## src/rtl/fwd_pkg.sv

```systemverilog
// Shared types for the forwarding/hazard unit: operand select encoding and the
// per-stage tracking slot.
package fwd_pkg;

    // Slots store rd at this width; narrower register indices are zero-extended.
    localparam int unsigned RegAddrMaxW = 8;

    typedef enum logic [1:0] {
        FWD_RF    = 2'b00,
        FWD_WB    = 2'b01,
        FWD_EXMEM = 2'b10
    } fwd_sel_e;

    typedef struct packed {
        logic                   valid;
        logic [RegAddrMaxW-1:0] rd;
        logic                   regwrite;
        logic                   memread;
    } fwd_slot_t;

endpackage

```

## src/rtl/fwd_operand_cmp.sv

```systemverilog
// Per-operand dependency check against the EX and MEM tracking slots; yields the
// next forwarding select and whether the operand depends on a load still in EX.
module fwd_operand_cmp
    import fwd_pkg::*;
#(
    parameter int unsigned REG_ADDR_W = 5
) (
    input  fwd_slot_t             ex_slot_i,
    input  fwd_slot_t             mem_slot_i,
    input  logic [REG_ADDR_W-1:0] rs_i,
    input  logic                  uses_i,
    output fwd_sel_e              sel_next_o,
    output logic                  load_hit_o
);

    logic [RegAddrMaxW-1:0] rs_ext;
    logic                   ex_hit;
    logic                   mem_hit;
    logic                   unused_mem_memread;

    assign rs_ext = RegAddrMaxW'(rs_i);

    // x0 is hard-wired to zero, so writes to it never create a dependency.
    assign ex_hit  = ex_slot_i.valid & ex_slot_i.regwrite & (ex_slot_i.rd != '0)
                   & (ex_slot_i.rd == rs_ext) & uses_i;
    assign mem_hit = mem_slot_i.valid & mem_slot_i.regwrite & (mem_slot_i.rd != '0)
                   & (mem_slot_i.rd == rs_ext) & uses_i;

    // A load in MEM already has its data on the writeback path.
    assign unused_mem_memread = mem_slot_i.memread;

    always_comb begin
        sel_next_o = FWD_RF;
        if (ex_hit) begin
            sel_next_o = FWD_EXMEM;
        end else if (mem_hit) begin
            sel_next_o = FWD_WB;
        end
    end

    assign load_hit_o = ex_hit & ex_slot_i.memread;

endmodule

```

## src/rtl/fwd_hazard_unit.sv

```systemverilog
// Operand forwarding and load-use stall control for a 5-stage pipeline.
// Define FWD_HAZARD_PERF_EN to add the stall_cycles performance counter output.
module fwd_hazard_unit
    import fwd_pkg::*;
#(
    parameter int unsigned REG_ADDR_W = 5
) (
    input  logic                  clk,
    input  logic                  rst,
    input  logic                  id_valid,
    input  logic [REG_ADDR_W-1:0] id_rs1,
    input  logic [REG_ADDR_W-1:0] id_rs2,
    input  logic                  id_uses_rs1,
    input  logic                  id_uses_rs2,
    input  logic [REG_ADDR_W-1:0] id_rd,
    input  logic                  id_regwrite,
    input  logic                  id_memread,
    input  logic                  flush,
    input  logic                  pipe_hold,
    output logic [1:0]            fwd_a_sel,
    output logic [1:0]            fwd_b_sel,
    output logic                  stall
`ifdef FWD_HAZARD_PERF_EN
    ,
    output logic [31:0]           stall_cycles
`endif
);

    fwd_slot_t ex_q, ex_d;
    fwd_slot_t mem_q, mem_d;
    fwd_sel_e  sel_a_q, sel_a_d;
    fwd_sel_e  sel_b_q, sel_b_d;
    fwd_sel_e  sel_a_next, sel_b_next;
    logic      load_hit_a, load_hit_b;
    logic      issue;

    fwd_operand_cmp #(
        .REG_ADDR_W (REG_ADDR_W)
    ) u_cmp_a (
        .ex_slot_i  (ex_q),
        .mem_slot_i (mem_q),
        .rs_i       (id_rs1),
        .uses_i     (id_uses_rs1),
        .sel_next_o (sel_a_next),
        .load_hit_o (load_hit_a)
    );

    fwd_operand_cmp #(
        .REG_ADDR_W (REG_ADDR_W)
    ) u_cmp_b (
        .ex_slot_i  (ex_q),
        .mem_slot_i (mem_q),
        .rs_i       (id_rs2),
        .uses_i     (id_uses_rs2),
        .sel_next_o (sel_b_next),
        .load_hit_o (load_hit_b)
    );

    // Slots are cleared asynchronously, so stall drops as soon as rst rises.
    assign stall = id_valid & ~flush & (load_hit_a | load_hit_b);
    assign issue = id_valid & ~stall & ~flush;

    always_comb begin
        ex_d    = ex_q;
        mem_d   = mem_q;
        sel_a_d = sel_a_q;
        sel_b_d = sel_b_q;
        if (!pipe_hold) begin
            mem_d   = ex_q;
            ex_d    = '0;
            sel_a_d = FWD_RF;
            sel_b_d = FWD_RF;
            if (issue) begin
                ex_d.valid    = 1'b1;
                ex_d.rd       = RegAddrMaxW'(id_rd);
                ex_d.regwrite = id_regwrite;
                ex_d.memread  = id_memread;
                sel_a_d       = sel_a_next;
                sel_b_d       = sel_b_next;
            end
        end
    end

    always_ff @(posedge clk or posedge rst) begin
        if (rst) begin
            ex_q    <= '0;
            mem_q   <= '0;
            sel_a_q <= FWD_RF;
            sel_b_q <= FWD_RF;
        end else begin
            ex_q    <= ex_d;
            mem_q   <= mem_d;
            sel_a_q <= sel_a_d;
            sel_b_q <= sel_b_d;
        end
    end

    assign fwd_a_sel = sel_a_q;
    assign fwd_b_sel = sel_b_q;

`ifdef FWD_HAZARD_PERF_EN
    logic [31:0] stall_cnt_q, stall_cnt_d;

    always_comb begin
        stall_cnt_d = stall_cnt_q;
        if (stall && !pipe_hold) begin
            stall_cnt_d = stall_cnt_q + 32'd1;
        end
    end

    always_ff @(posedge clk or posedge rst) begin
        if (rst) begin
            stall_cnt_q <= '0;
        end else begin
            stall_cnt_q <= stall_cnt_d;
        end
    end

    assign stall_cycles = stall_cnt_q;
`endif

endmodule

```

## config.mk

```make
export PLATFORM = sky130hd
export DESIGN_NAME = fwd_hazard_unit
export DESIGN_NICKNAME = d
export VERILOG_FILES = /design/src/rtl/fwd_pkg.sv /design/src/rtl/fwd_operand_cmp.sv /design/src/rtl/fwd_hazard_unit.sv
export SDC_FILE = /design/constraint.sdc
export NUM_CORES = 1
export LEC_CHECK = 0
export CAP_MARGIN = 30
export CORE_UTILIZATION = 30
export CTS_BUF_LIST = sky130_fd_sc_hd__clkbuf_16
export DETAILED_ROUTE_END_ITERATION = 8
export PLACE_DENSITY = 0.6
export SKIP_LAST_GASP = 1
export SLEW_MARGIN = 5
export SYNTH_ARGS = -nofsm -noshare
export SYNTH_HDL_FRONTEND = slang
export SYNTH_SLANG_ARGS = --single-unit
```

## constraint.sdc

```tcl
create_clock -name clk -period 2.2 [get_ports clk]
set_input_delay 0.44 -clock clk [delete_from_list [all_inputs] [get_ports clk]]
set_output_delay 0.44 -clock clk [all_outputs]
set_load 0.05 [all_outputs]
```

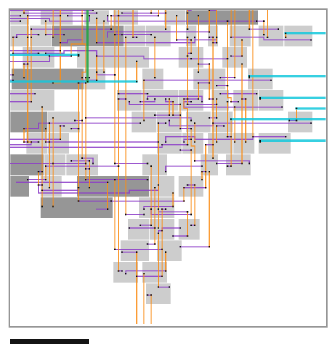
**Above:** run 1 (close-up of the layout).
Scale bar: 10 um. Region (21, 0) to (61, 40) um. Cells in gray, sequential cells in the stronger gray; small squares are vias.
legend:
  met1:
    color: purple
  met4:
    color: green
  met3:
    color: cyan
  met2:
    color: orange
netlist names of flops here include: `mem_q` (5), `ex_q` (1)
cells with their middle in the window: 64
most frequent: buf_4 (14), xnor2_1 (11), xor2_1 (8)
sequential cells in the window: 6

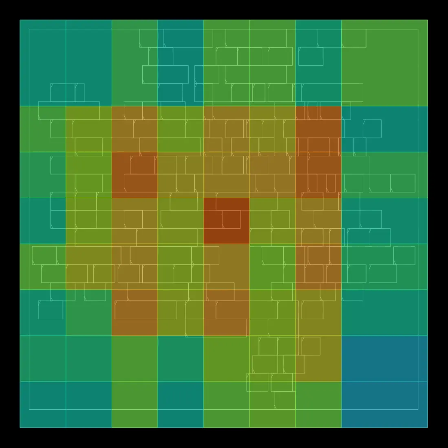
**Above:** run 1 (routing congestion map).
Final Util: 48.89%
grt met1 use: 21.66%

==> results.ini, run 1 <==
[clocking]
cts_made_buffers = 3
cts.path.max_buffers = 2
post_cts_resized = 14
cts_root_buffer = clkbuf_16
clock_latency_ns = 0.25
cts_num_sinks = 19

[cells_and_area]
fillers = 331
comb_cells = 67
flops = 19
n_all_inverters = 1
seq_share_pct = 29.22
drive_gt1_share_pct = 29.71
layout.area.top_class = multi-input combinational cells
ff_latch_area_um2 = 476.7
insertedDiodeCount = 0

[route]
drc = 0
firstDrtPassIters = 4
finalWirelength_um = 2515
wl_met2_um = 1180

[placed_design]
dpl_cell_area_um2 = 1524
dp_slack_ns = -0.5091
dp.cells = 177
place_congestion = 0.7752
dp_hpwl_um = 1969

[pwr]
seq_cell_power_mw = 0.393
p_seq_share_pct = 42.6
combPwrFrac_pct = 18.0
power_combinational_mw = 0.166
power_leader = sequential cells
ir_drop_mv = 0.4057

[worst_hold_path]
min_to = fwd_a_sel[1]
hold_start = fwd_a_sel[1]

[outcome]
status = finished with violations
failed_checks = setup timing

[final_timing]
fin_ws_ns = -0.1915
worst_pin_slew_ns = 0.7171
setup_viol = 1
finalCriticalPeriod_ns = 2.391

[setup_path]
crit_family = simple AND/OR/NAND/NOR gates
startpoint = ex_q[3]
critPathCapture = stall
cp-start-kind = flop
crit_required_ns = 1.76
endpoint_kind = output pin
cp_slowest_cell = dfrtp_2
cp.arrival_ns = 1.95

[yosys]
aoi_share_pct = 17.00
syn_area_um2 = 1052
synth_chip_area_um2 = 1052
avgSynthCellArea_um2 = 11.82
mux_share_pct = 7.491
seq_area_frac_synth_pct = 45.18
ys_sh_xor_pct = 16.65
yosysMostFrequentCell = dfrtp_1
common_cells = dfrtp_1, xnor2_1, a22o_1, xor2_1, mux2_2
edf_count = 0
top_cell_area_share_pct = 45.18
async_flop_share_pct = 100.0
ys_sh_simple_pct = 12.60
largest_area_cell = dfrtp_1

[global_route]
grt_max_degree = 20
gr-max-usage-layer = met2
grt_pass1_vias = 909
grtUsageMet3_pct = 4.412

[die]
n_tap_cell = 46
die_area_um2 = 3749
dieHeight_um = 61.23
fp_util_pct = 31.53
die_w_um = 61.23

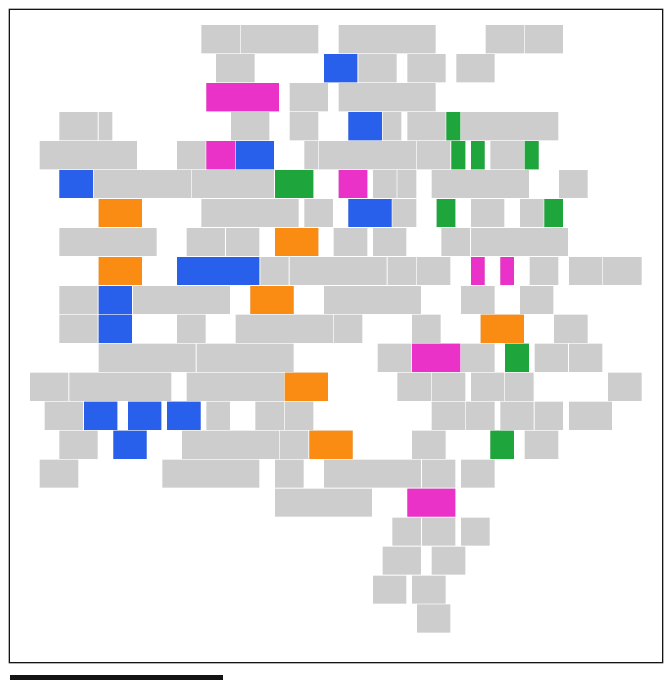
**Above:** run 1 (gate families picked out).
Scale bar: 20 um.
legend:
  AND-OR and OR-AND gates:
    color: blue
    cells: 12
  NOR gates:
    color: magenta
    cells: 7
  NAND gates:
    color: green
    cells: 9
  multiplexers:
    color: orange
    cells: 7
logic share of the area: 36.04%
Layout Cells excl Fill: 184

==> run 2, diff against run 1 <==
--- a/config.mk
+++ b/config.mk
@@ -10,6 +10,8 @@
 export CTS_BUF_LIST = sky130_fd_sc_hd__clkbuf_16
 export DETAILED_ROUTE_END_ITERATION = 8
 export PLACE_DENSITY = 0.6
+export RECOVER_POWER = 100
+export SETUP_SLACK_MARGIN = 0.5
 export SKIP_LAST_GASP = 1
 export SLEW_MARGIN = 5
 export SYNTH_ARGS = -nofsm -noshare
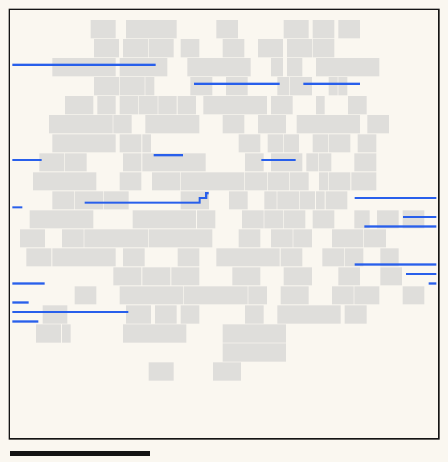
**Above:** run 2 (M3 wires).
Scale bar: 20 um. Cells faint in the background.
wire length on this layer: 141 um
nets with wire on the layer: 17
longest straight run: 20.2 um
Vias: 911
wirelength, routed: 2681 um
met3 Track Usage GR: 4.202%

==> run 2 against run 1 <==
The run still ends with setup timing left. Largest cell class unchanged. Fmax up 1.7%. Sequential power about the same. Synthesized area unchanged.
==> results.ini, run 2 <==
[outcome]
status = finished with violations
failed_checks = setup timing

[setup_path]
startpoint = ex_q[3]
r2r_cells = 7
endpoint_kind = output pin
crit_family = simple AND/OR/NAND/NOR gates
cp_slowest_cell = dfrtp_1
crit_required_ns = 1.76
cp.arrival_ns = 1.91

[final_timing]
worst_pin_slew_ns = 0.9174
setup_viol = 1
fin_ws_ns = -0.1506

[yosys]
aoi_share_pct = 17.00
syn_area_um2 = 1052
largest_area_cell = dfrtp_1
edf_count = 0
ys_sh_simple_pct = 12.60
avgSynthCellArea_um2 = 11.82
yosysMostFrequentCell = dfrtp_1
async_flop_share_pct = 100.0

[clocking]
post_cts_resized = 21
clock_latency_ns = 0.25
cts.path.max_buffers = 2
cts_root_buffer = clkbuf_16
cts_made_buffers = 3
cts_num_sinks = 19

[pwr]
powerClk_mw = 0.371
power_combinational_mw = 0.170
p_seq_share_pct = 42.0
power_leader = sequential cells
combPwrFrac_pct = 18.2
ir_drop_mv = 0.5706
seq_cell_power_mw = 0.392

[cells_and_area]
seq_share_pct = 28.90
layout.area.top_class = multi-input combinational cells
comb_area_share_pct = 35.51
ff_latch_area_um2 = 475.5
fillers = 324
fin_util_pct = 49.31
flops = 19
insertedDiodeCount = 0
drive_gt1_share_pct = 30.50
comb_cells = 67

[die]
fp_util_pct = 31.53
n_tap_cell = 46
dieHeight_um = 61.23
die_w_um = 61.23

[placed_design]
dp_slack_ns = -0.4635
dpl_cell_area_um2 = 1521
dp_hpwl_um = 2028
dp.cells = 176
place_congestion = 0.8352

[global_route]
grt_pass1_vias = 916
gr-max-usage-layer = met2
gr-usage-met1_pct = 21.34
grt_max_degree = 20

[route]
firstDrtPassIters = 4
wl_met2_um = 1300
drc = 0

[worst_hold_path]
min_to = fwd_a_sel[1]
hold_start = fwd_a_sel[1]

==> run 3, diff against run 2 <==
--- a/config.mk
+++ b/config.mk
@@ -6,6 +6,7 @@
 export NUM_CORES = 1
 export LEC_CHECK = 0
 export CAP_MARGIN = 30
+export CORE_MARGIN = 2
 export CORE_UTILIZATION = 30
 export CTS_BUF_LIST = sky130_fd_sc_hd__clkbuf_16
 export DETAILED_ROUTE_END_ITERATION = 8
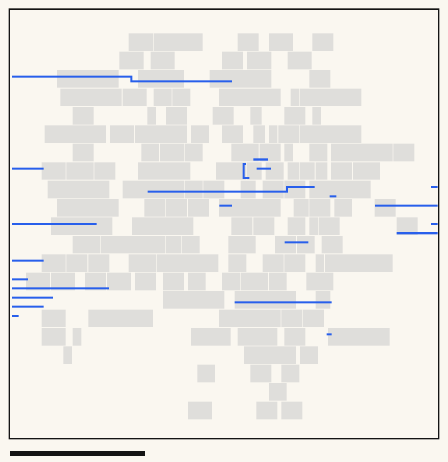
**Above:** run 3 (M3 wires).
Scale bar: 20 um. Cells faint in the background.
share of all routed wire: 5.8%
longest straight run: 20.5 um
main direction: horizontal

==> run 3 against run 2 <==
The flow still finishes with violations (setup timing). Global-route usage fell by 2.1 points. Synthesized area did not move. Register-to-register slack better by 0.23 ns. Fmax increased by 0.76%. Die size grew 6.6%. Largest power group unchanged.
==> results.ini, run 3 <==
[die]
die_area_um2 = 3997
die_w_um = 63.23
n_tap_cell = 46

[cells_and_area]
comb_cells = 67
ff_latch_area_um2 = 478.0
flops = 19
n_all_inverters = 1
fin_util_pct = 49.22
comb_area_share_pct = 38.10
layout.area.top_class = multi-input combinational cells
insertedDiodeCount = 0

[setup_path]
cp.arrival_ns = 1.89
r2r_cells = 7
critPathCapture = stall
cp_slowest_cell = nor4_2
cp-start-kind = primary input
endpoint_kind = output pin
crit_family = simple AND/OR/NAND/NOR gates

[global_route]
grt_max_degree = 20
gr-usage-met1_pct = 18.59
grtUsageMet3_pct = 5.000
grt_pass1_vias = 921
gr-max-usage-layer = met2

[yosys]
largest_area_cell = dfrtp_1
avgSynthCellArea_um2 = 11.82
aoi_share_pct = 17.00
top_cell_area_share_pct = 45.18
ys_sh_simple_pct = 12.60
ys_sh_xor_pct = 16.65
common_cells = dfrtp_1, xnor2_1, a22o_1, xor2_1, mux2_2
syn_area_um2 = 1052
mux_share_pct = 7.491
async_flop_share_pct = 100.0
seq_area_frac_synth_pct = 45.18

[final_timing]
worst_pin_slew_ns = 1.006
setup_viol = 1
fin_ws_ns = -0.1328
finalCriticalPeriod_ns = 2.333

[outcome]
status = finished with violations
failed_checks = setup timing

[route]
firstDrtPassIters = 5
wl_met2_um = 1186

[worst_hold_path]
hold_start = fwd_b_sel[1]

[placed_design]
dp.cells = 175
place_congestion = 0.8004

[pwr]
power_leader = sequential cells
powerClk_mw = 0.382
p_seq_share_pct = 41.5

[clocking]
post_cts_resized = 15
cts.path.max_buffers = 2

No activity file was given, so power comes from the tool's default toggle rates.
